Run 1, sequential cells coloured by netlist name:
The bar under the picture is 20 µm long.
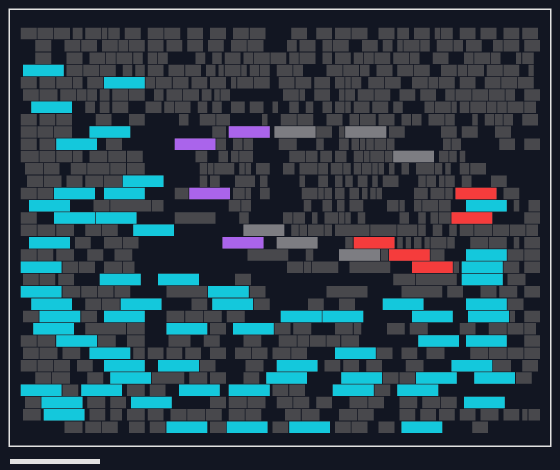
Run 1, clock nets:
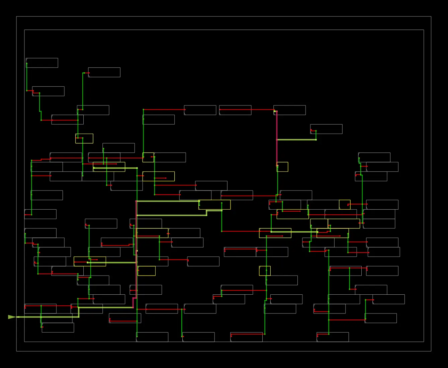
Run 1, routed metal, one colour a layer:
Only two layers are drawn.
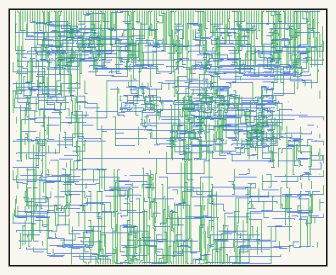
===== src/rtl/tpu_pkg.sv =====
// Shared definitions for the TPU sequencer: state encoding and the TPU
// memory map used when loading operands, triggering the MAC and reading C.
package tpu_pkg;

  typedef enum logic [2:0] {
    IDLE,
    LOAD_A,
    LOAD_B,
    LOAD_C,
    C_GAP,
    MAC,
    WAIT,
    READ_C
  } state_t;

  localparam logic [15:0] A_BASE     = 16'h0100;
  localparam logic [15:0] B_BASE     = 16'h0200;
  localparam logic [15:0] C_BASE     = 16'h0300;
  localparam logic [15:0] MAC_ADDR   = 16'h0400;
  localparam logic [15:0] ROW_STRIDE = 16'd8;

  // Address of row idx inside a region starting at base.
  function automatic logic [15:0] row_addr(input logic [15:0] base, input logic [7:0] idx);
    return base + ({8'd0, idx} * ROW_STRIDE);
  endfunction

endpackage


===== src/rtl/tpu_out_buf.sv =====
// Single-entry output register with valid/ready handshake; a new word may be
// loaded while the current one is being accepted, so full throughput is kept.
module tpu_out_buf #(
  parameter int DATAW = 64
) (
  input  logic             clk,
  input  logic             rst_n,
  input  logic             load,
  input  logic [DATAW-1:0] load_data,
  input  logic             out_ready,
  output logic [DATAW-1:0] out_data,
  output logic             out_valid,
  output logic             can_load
);

  assign can_load = !out_valid || out_ready;

  always_ff @(posedge clk or negedge rst_n) begin
    if (!rst_n) begin
      out_data  <= '0;
      out_valid <= 1'b0;
    end else if (load) begin
      out_data  <= load_data;
      out_valid <= 1'b1;
    end else if (out_ready) begin
      out_valid <= 1'b0;
    end
  end

endmodule


===== src/rtl/tpu_sequencer.sv =====
// Job sequencer for the TPU: streams A, B and C operands into TPU memory,
// fires the MAC, waits for it to settle and streams the C result back out.
module tpu_sequencer
  import tpu_pkg::*;
#(
  parameter int DIM      = 8,
  parameter int DATAW    = 64,
  parameter int ADDRW    = 16,
  parameter int WAIT_CYC = 3 * DIM
) (
  input  logic             clk,
  input  logic             rst_n,
  input  logic             start,
  input  logic             clear_c,
  input  logic [DATAW-1:0] in_data,
  input  logic             in_valid,
  output logic             in_ready,
  output logic [DATAW-1:0] out_data,
  output logic             out_valid,
  input  logic             out_ready,
  output logic             busy,
  output logic             done,
  output logic             tpu_r_w,
  output logic [ADDRW-1:0] tpu_addr,
  output logic [DATAW-1:0] tpu_dataIn,
  input  logic [DATAW-1:0] tpu_dataOut
);

  localparam int CW = $clog2(2 * DIM);
  localparam int WW = $clog2(WAIT_CYC + 1);
  localparam logic [CW-1:0] LAST_AB = CW'(DIM - 1);
  localparam logic [CW-1:0] LAST_C  = CW'(2 * DIM - 1);
  localparam logic [WW-1:0] LAST_W  = WW'(WAIT_CYC - 1);

  state_t        state, state_n;
  logic [CW-1:0] cnt, cnt_n;
  logic [WW-1:0] wcnt, wcnt_n;
  logic          clear_q, clear_n;
  logic          rd_done, rd_done_n;
  logic          buf_load, buf_can_load;

  tpu_out_buf #(.DATAW(DATAW)) u_out_buf (
    .clk       (clk),
    .rst_n     (rst_n),
    .load      (buf_load),
    .load_data (tpu_dataOut),
    .out_ready (out_ready),
    .out_data  (out_data),
    .out_valid (out_valid),
    .can_load  (buf_can_load)
  );

  always_ff @(posedge clk or negedge rst_n) begin
    if (!rst_n) begin
      state   <= IDLE;
      cnt     <= '0;
      wcnt    <= '0;
      clear_q <= 1'b0;
      rd_done <= 1'b0;
    end else begin
      state   <= state_n;
      cnt     <= cnt_n;
      wcnt    <= wcnt_n;
      clear_q <= clear_n;
      rd_done <= rd_done_n;
    end
  end

  assign busy = (state != IDLE);

  always_comb begin
    state_n    = state;
    cnt_n      = cnt;
    wcnt_n     = wcnt;
    clear_n    = clear_q;
    rd_done_n  = rd_done;
    in_ready   = 1'b0;
    tpu_r_w    = 1'b0;
    tpu_addr   = '0;
    tpu_dataIn = '0;
    buf_load   = 1'b0;
    done       = 1'b0;

    case (state)
      IDLE: begin
        if (start) begin
          state_n   = LOAD_A;
          clear_n   = clear_c;
          cnt_n     = '0;
          wcnt_n    = '0;
          rd_done_n = 1'b0;
        end
      end

      LOAD_A, LOAD_B: begin
        in_ready = 1'b1;
        if (in_valid) begin
          tpu_r_w    = 1'b1;
          tpu_addr   = ADDRW'(row_addr((state == LOAD_A) ? A_BASE : B_BASE, 8'(cnt)));
          tpu_dataIn = in_data;
          if (cnt == LAST_AB) begin
            cnt_n   = '0;
            state_n = (state == LOAD_A) ? LOAD_B : LOAD_C;
          end else begin
            cnt_n = cnt + 1'b1;
          end
        end
      end

      // The C row index survives the LOAD_C/C_GAP ping-pong and steps in C_GAP.
      LOAD_C: begin
        in_ready = !clear_q;
        if (clear_q || in_valid) begin
          tpu_r_w    = 1'b1;
          tpu_addr   = ADDRW'(row_addr(C_BASE, 8'(cnt)));
          tpu_dataIn = clear_q ? '0 : in_data;
          state_n    = C_GAP;
        end
      end

      C_GAP: begin
        if (cnt == LAST_C) begin
          cnt_n   = '0;
          state_n = MAC;
        end else begin
          cnt_n   = cnt + 1'b1;
          state_n = LOAD_C;
        end
      end

      MAC: begin
        tpu_r_w  = 1'b1;
        tpu_addr = ADDRW'(MAC_ADDR);
        wcnt_n   = '0;
        state_n  = WAIT;
      end

      WAIT: begin
        if (wcnt == LAST_W) begin
          wcnt_n  = '0;
          cnt_n   = '0;
          state_n = READ_C;
        end else begin
          wcnt_n = wcnt + 1'b1;
        end
      end

      // Reads only issue when the output register can take the word this cycle.
      READ_C: begin
        if (!rd_done && buf_can_load) begin
          tpu_addr = ADDRW'(row_addr(C_BASE, 8'(cnt)));
          buf_load = 1'b1;
          if (cnt == LAST_C) rd_done_n = 1'b1;
          else               cnt_n     = cnt + 1'b1;
        end
        if (rd_done && out_valid && out_ready) begin
          done      = 1'b1;
          cnt_n     = '0;
          rd_done_n = 1'b0;
          state_n   = IDLE;
        end
      end

      default: state_n = IDLE;
    endcase
  end

endmodule


===== config.mk =====
export PLATFORM = sky130hd
export DESIGN_NAME = tpu_sequencer
export DESIGN_NICKNAME = d
export VERILOG_FILES = /design/src/rtl/tpu_pkg.sv /design/src/rtl/tpu_out_buf.sv /design/src/rtl/tpu_sequencer.sv
export SDC_FILE = /design/constraint.sdc
export NUM_CORES = 1
export LEC_CHECK = 0
export CORE_ASPECT_RATIO = 0.8
export CORE_MARGIN = 2
export CORE_UTILIZATION = 38
export DETAILED_ROUTE_END_ITERATION = 8
export GPL_ROUTABILITY_DRIVEN = 0
export GPL_TIMING_DRIVEN = 0
export PLACE_DENSITY = 0.85
export SLEW_MARGIN = 20
export SYNTH_ARGS = -nofsm -noshare
export SYNTH_HDL_FRONTEND = slang
export SYNTH_SLANG_ARGS = --single-unit
export TNS_END_PERCENT = 30

===== constraint.sdc =====
create_clock -name clk -period 4 [get_ports clk]
set_clock_uncertainty 0.05 [all_clocks]
set_input_delay 0.8 -clock clk [delete_from_list [all_inputs] [get_ports clk]]
set_output_delay 0.8 -clock clk [all_outputs]
set_load 0.05 [all_outputs]

==> run_results.csv, run 1 <==
group,metric,value,unit
final_layout,num-nets-final,789,
final_layout,antenna_cells,0,
clock_tree,postCtsSetupRepairBufs,0,
final_layout,finalNonFillerCells,798,
power,ir_drop,0.687,mV
final_layout,largest_reg_flops,64,
logic_synthesis,aoi_share,0.0695,
critical_path,cp_top_family,"buffers and inverters",
critical_path,start_kind,"input pin",
global_routing,antenna_found_initial,0,
final_layout,fin_util,0.706,
power,top_power_group,"combinational cells",
logic_synthesis,synth-edff-count,0,
placement,placed_cell_area,0.00699,mm²
final_layout,n_all_buffers,312,
timing,fin_crit_sh,0.945,
power,pg_comb,4.13,mW
placement,io_buffers,272,
logic_synthesis,ys_top_cells_by_count,"dfrtp_1 (79), and3_1 (68), mux2_2 (66)",
critical_path,cp.buffers_inverters,3,
logic_synthesis,top_area_frac,0.488,
routing,viasPerCell,4.97,
logic_synthesis,yosys-stat-area,0.00405,mm²
critical_path,cp_max_fo,10,
global_routing,grt_pass1_wl,20600,µm
critical_path,timing.rr.end,"u_out_buf.out_data[61]",
timing,fin_hold_ws,427,ps
critical_path,endpoint,"tpu_addr[4]",
routing,drtIter0Drc,201,
logic_synthesis,ys.flop_type,"dfrtp_1",
power,clkPwrFrac,0.126,
floorplan,pin_count,283,
clock_tree,clk_latency,320,ps
critical_path,r2r_start,"state[0]",
logic_synthesis,synth.distinct_cells,49,
power,switchingPower,3.11,mW
clock_tree,clock-sinks,79,
routing,highest_layer,"met4",
logic_synthesis,simple_gate_share,0.188,
critical_path,max_stage_delay,540,ps
critical_path,end_kind,"primary output",
floorplan,die-area,0.0115,mm²
power,p_leak,3.22,nW
routing,drcViolationCount,0,
critical_path,rr_worst_depth,6,
logic_synthesis,synthMostInstantiatedCell,"dfrtp_1",
outcome,outcome,"finished clean",
final_layout,biggestCellCategory,"buffers",
logic_synthesis,ys_sh_xor,0.00433,
logic_synthesis,syn_area,0.00405,mm²
placement,dp_cells,782,
timing,slew_headroom,0.581,
placement,post-place-ws,-73.7,ps
power,p_total,6.34,mW
global_routing,grt_max_degree,50,
logic_synthesis,async_reset_ff_frac,1.00,
power,powerDensity,870,mW/mm²
worst_hold_path,worstHoldPathCells,1,
logic_synthesis,syn_inst,361,
global_routing,grt-busiest-layer,"met2",
logic_synthesis,postSynthAreaPerCell,11.2,µm²
floorplan,initial_core_util,0.392,
power,p_sw_frac,0.490,
job,maxCapViolations,0,
timing,slew_viol_final,0,
floorplan,nWellTaps,140,
final_layout,bufAreaShareNonClock,0.405,
global_routing,grtUsageTotal,0.228,
timing,hold_viol_final,0,
logic_synthesis,logic_family,"simple AND/OR/NAND/NOR gates",
floorplan,core_area,0.0103,mm²
critical_path,crit_arrival,2930,ps
clock_tree,cts_root_buffer,"clkbuf_16",
timing,final.setup.worst_slack,220,ps
routing,route.met3.wl,1040,µm
final_layout,final_layout_top_logic_cells,"clkdlybuf4s50_1 (267), dfrtp_1 (79), and3_1 (68), mux2_2 (66), buf_4 (15)",
power,combPwrFrac,0.651,
final_layout,drive_gt1_frac,0.176,
timing,fin_crit,3780,ps
placement,place_hpwl,10900,µm
worst_hold_path,holdPathEnd,"wcnt[4]",
final_layout,comb_cells,248,
routing,first_pass_iters,4,
clock_tree,cts_tree,"done",
logic_synthesis,synth_stat.cells,361,
floorplan,die_w,119,µm
global_routing,grt_pass1_vias,3968,
clock_tree,clkTransAtPathRegs,50,ps
final_layout,register_area,0.00198,mm²
final_layout,comb_area_frac,0.257,
worst_hold_path,hold_class,"register to register",
timing,finalSetupViolCount,0,
critical_path,startpoint,"out_ready",
worst_hold_path,hold_path.startpoint,"wcnt[4]",
critical_path,cpMaxStageDelayCell,"dlygate4sd2_1",
logic_synthesis,topCellsByArea,"dfrtp_1 (49%), mux2_2 (18%), and3_1 (11%)",
final_layout,reg_top3,"u_out_buf.out_data (64), wcnt (5), cnt (4)",
timing,timing.fmax,265,MHz
final_layout,clockNetworkAreaShare,0.0414,
final_layout,fillers,764,
routing,route.met2.wl,7030,µm
logic_synthesis,synth_flops,79,
global_routing,gr-usage-met3,0.0782,
critical_path,critPathKind,"input pin to primary output",
final_layout,fin_area,0.00729,mm²
global_routing,met2_usage,0.397,
clock_tree,ctsHoldBuffers,0,
critical_path,path_depth,7,
final_layout,syn2layout_area_growth,80.1,%
logic_synthesis,ys_warn_count,0,
clock_tree,cts_made_buffers,9,
floorplan,fp-row-count,33,
floorplan,die-height,96.3,µm
logic_synthesis,yosysSeqAreaShare,0.488,
job,warning_count,26,
routing,drt-met1-wl,5470,µm
global_routing,met1_usage,0.281,
clock_tree,clock_path_buffers,2,
logic_synthesis,yosysTopAreaCell,"dfrtp_1",
timing,worst_pin_slew,628,ps
clock_tree,post_cts_resized,4,
power,seqPwrFrac,0.223,
routing,detail-route-antenna-nets,0,
routing,vias,3967,
critical_path,required,3150,ps
logic_synthesis,ys_sh_adder,0.00618,
power,p_int,3.24,mW
clock_tree,htree_levels,3,
final_layout,mostFrequentLayoutCell,"clkdlybuf4s50_1",
critical_path,crit_chain,"clkdlybuf4s50_1 -> nor2b_1 -> nor3_2 -> buf_2 -> o21bai_1 -> and2_1 -> dlygate4sd2_1",
critical_path,ff2ff_setup_slack,2030,ps
final_layout,n_all_inverters,3,
final_layout,comb_area,0.00187,mm²
timing,rsz0062_at_grt,"no",
logic_synthesis,synthMuxAreaShare,0.186,
About 'sequential cells coloured by netlist name':
Key: cnt = purple [sequential cells 4]; u_out_buf.out_data = cyan [sequential cells 64]; wcnt = red [sequential cells 5, where middle right]
seq pwr: 1.42 mW
Seq/total area: 0.271

About 'clock nets':
Flops: 79
CLK BUF: 12
clock-net power: 0.798 mW

About 'routed metal, one colour a layer':
Key: M2 = green [wire length 7,030 µm]; M1 = blue [wire length 5,470 µm]
drt wl/cell: 17.1 µm
Routed WL: 13,600 µm

Run 1, zoomed window:
Region (10, 52) to (50, 92) µm. Cells in grey, sequential cells in the stronger grey; small squares are vias.
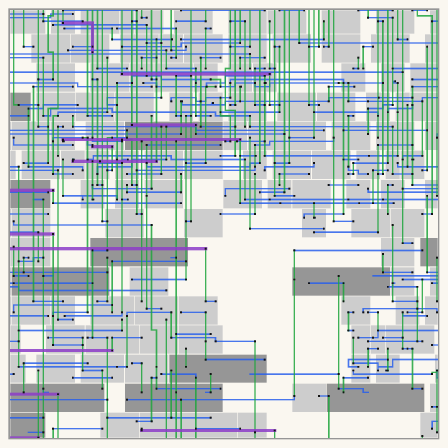

==> run 2: changes to the inputs <==
- CORE_UTILIZATION: 38 -> 36
- PLACE_DENSITY: 0.85 -> 0.81
- clock period: 4 -> 4.3 ns (I/O delays scaled with it)
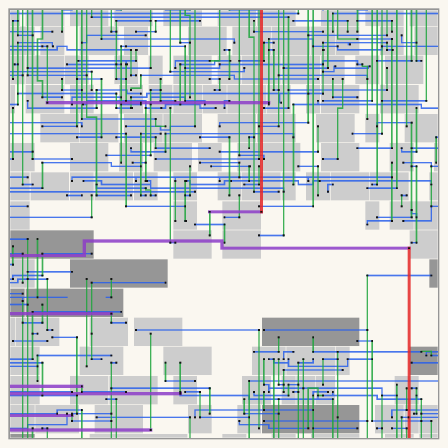
Run 2: zoomed window
Region (11, 54) to (51, 94) µm. Cells in grey, sequential cells in the stronger grey; small squares are vias.
Key: M2 = green; M3 = purple; M4 = red; M1 = blue
114 logic cells have their middle in the window. Sequential cells in the window: 5. Most frequent: clkdlybuf4s50_1 (54), and3_1 (27), dfrtp_1 (5). Netlist names of flops here include u_out_buf.out_data (3), cnt (2).

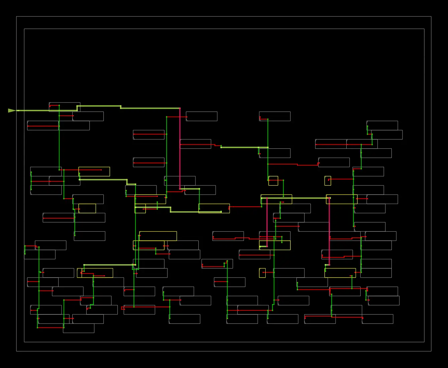
Run 2: clock nets
Late-Pin Clk Latency: 330 ps
total CTS buffers: 9
clock-net power: 0.751 mW

==> run 2 against run 1 <==
Compared with the run above:
- combinational power is 7.3% lower
- final area increased by 0.34%
- clock power is 5.9% lower
- global-route usage shrank 1.8 points
- worst hold slack got worse by 8.1 ps
- area after synthesis unchanged
- sequential share of layout area fell by 0.093 points
- worst setup slack better by 190 ps
- synthesized cell count unchanged
==> run_results.csv, run 2 <==
group,metric,value,unit
outcome,outcome,"finished clean",
routing,route.met2.wl,6590,µm
final_layout,final_layout_top_logic_cells,"clkdlybuf4s50_1 (267), dfrtp_1 (79), and3_1 (68), mux2_2 (66)",
global_routing,grt_pass1_wl,20000,µm
clock_tree,cts_tree,"done",
timing,final.setup.worst_slack,414,ps
floorplan,initial_core_util,0.370,
clock_tree,cts_root_buffer,"clkbuf_16",
logic_synthesis,topCellsByArea,"dfrtp_1 (49%), mux2_2 (18%), and3_1 (11%)",
final_layout,comb_area,0.00187,mm²
power,powerDensity,806,mW/mm²
power,switchingPower,2.86,mW
logic_synthesis,async_reset_ff_frac,1.00,
final_layout,biggestCellCategory,"buffers",
power,p_int,3.04,mW
logic_synthesis,postSynthAreaPerCell,11.2,µm²
placement,place_hpwl,10500,µm
power,pg_comb,3.83,mW
logic_synthesis,synth-edff-count,0,
global_routing,grtUsageTotal,0.210,
routing,highest_layer,"met4",
critical_path,crit_chain,"clkdlybuf4s50_1 -> nor2b_1 -> nor2_1 -> mux2_2 -> a21oi_1 -> nor2_1 -> clkdlybuf4s50_1",
power,combPwrFrac,0.650,
timing,worst_pin_slew,575,ps
logic_synthesis,yosys-stat-area,0.00405,mm²
routing,drcViolationCount,0,
global_routing,grt_pass1_vias,3967,
global_routing,met2_usage,0.350,
routing,route.met3.wl,937,µm
power,ir_drop,0.561,mV
critical_path,endpoint,"tpu_addr[9]",
critical_path,startpoint,"out_ready",
placement,io_buffers,272,
global_routing,grt-busiest-layer,"met2",
critical_path,cp.buffers_inverters,2,
clock_tree,post_cts_resized,0,
final_layout,fin_util,0.669,
final_layout,n_all_buffers,312,
routing,drt-total-wl,13100,µm
final_layout,comb_area_frac,0.256,
routing,viasPerCell,4.96,
floorplan,pin_count,283,
floorplan,die_w,123,µm
placement,placed_cell_area,0.00701,mm²
power,clkPwrFrac,0.127,
logic_synthesis,ys_top_cells_by_count,"dfrtp_1 (79), and3_1 (68), mux2_2 (66)",
logic_synthesis,synth_flops,79,
timing,rsz0062_at_grt,"no",
global_routing,met1_usage,0.264,
clock_tree,postCtsSetupRepairBufs,0,
job,maxCapViolations,0,
final_layout,antenna_cells,0,
logic_synthesis,synth.distinct_cells,49,
timing,fin_crit,3890,ps
timing,finalSetupViolCount,0,
floorplan,fp-row-count,34,
logic_synthesis,yosysTopAreaCell,"dfrtp_1",
clock_tree,clock_path_buffers,2,
floorplan,die-height,98.9,µm
routing,wl_per_cell,16.4,µm
power,p_sw_frac,0.485,
routing,detail-route-antenna-nets,0,
power,seqPwrFrac,0.223,
logic_synthesis,syn_area,0.00405,mm²
critical_path,r2r_start,"state[0]",
logic_synthesis,top_area_frac,0.488,
clock_tree,clkTransAtPathRegs,50,ps
power,p_seq,1.32,mW
timing,slew_viol_final,0,
final_layout,num-nets-final,789,
final_layout,fillers,818,
critical_path,critPathKind,"input pin to primary output",
critical_path,timing.rr.end,"u_out_buf.out_data[44]",
power,top_power_group,"combinational cells",
power,p_total,5.90,mW
clock_tree,clock-sinks,79,
logic_synthesis,synth_stat.cells,361,
logic_synthesis,logic_family,"simple AND/OR/NAND/NOR gates",
placement,post-place-ws,105,ps
power,p_leak,3.27,nW
critical_path,cp_max_fo,4,
logic_synthesis,aoi_share,0.0695,
job,warning_count,26,
logic_synthesis,ys_sh_adder,0.00618,
routing,first_pass_iters,4,
critical_path,path_depth,7,
timing,hold_viol_final,0,
worst_hold_path,hold_class,"input pin to async pin",
global_routing,antenna_found_initial,0,
critical_path,required,3390,ps
clock_tree,ctsHoldBuffers,0,
logic_synthesis,ys_sh_xor,0.00433,
critical_path,max_stage_delay,740,ps
critical_path,ff2ff_setup_slack,2330,ps
clock_tree,htree_levels,3,
final_layout,mostFrequentLayoutCell,"clkdlybuf4s50_1",
logic_synthesis,synthMuxAreaShare,0.186,
floorplan,nWellTaps,144,
final_layout,register_area,0.00198,mm²
routing,vias,3980,
critical_path,cpMaxStageDelayCell,"clkdlybuf4s50_1",
routing,drtIter0Drc,135,
timing,slew_headroom,0.615,
critical_path,crit_arrival,2980,ps
placement,dp_cells,786,
routing,drt-met1-wl,5400,µm
logic_synthesis,ys_warn_count,0,
final_layout,n_all_inverters,3,
final_layout,bufAreaShareNonClock,0.407,
final_layout,clockNetworkAreaShare,0.0409,
timing,fin_crit_sh,0.904,
logic_synthesis,ys.flop_type,"dfrtp_1",
critical_path,rr_worst_depth,6,
floorplan,core_area,0.0109,mm²
global_routing,grt_max_degree,50,
final_layout,ff_count,79,
logic_synthesis,simple_gate_share,0.188,
timing,timing.fmax,257,MHz
final_layout,drive_gt1_frac,0.175,
logic_synthesis,syn_inst,361,
final_layout,largest_reg_flops,64,
logic_synthesis,yosysSeqAreaShare,0.488,
logic_synthesis,synthMostInstantiatedCell,"dfrtp_1",
global_routing,gr-usage-met3,0.0631,
final_layout,comb_cells,248,
timing,fin_hold_ws,419,ps
final_layout,num-clock-buffers,11,
final_layout,finalNonFillerCells,802,
floorplan,die-area,0.0121,mm²
final_layout,fin_area,0.00732,mm²
critical_path,start_kind,"input pin",
final_layout,seq_share,0.270,
final_layout,syn2layout_area_growth,80.7,%
critical_path,cp_top_family,"buffers and inverters",
final_layout,reg_top3,"u_out_buf.out_data (64), wcnt (5), cnt (4)",
critical_path,end_kind,"primary output",
Power is estimated from default activity; no workload was simulated.
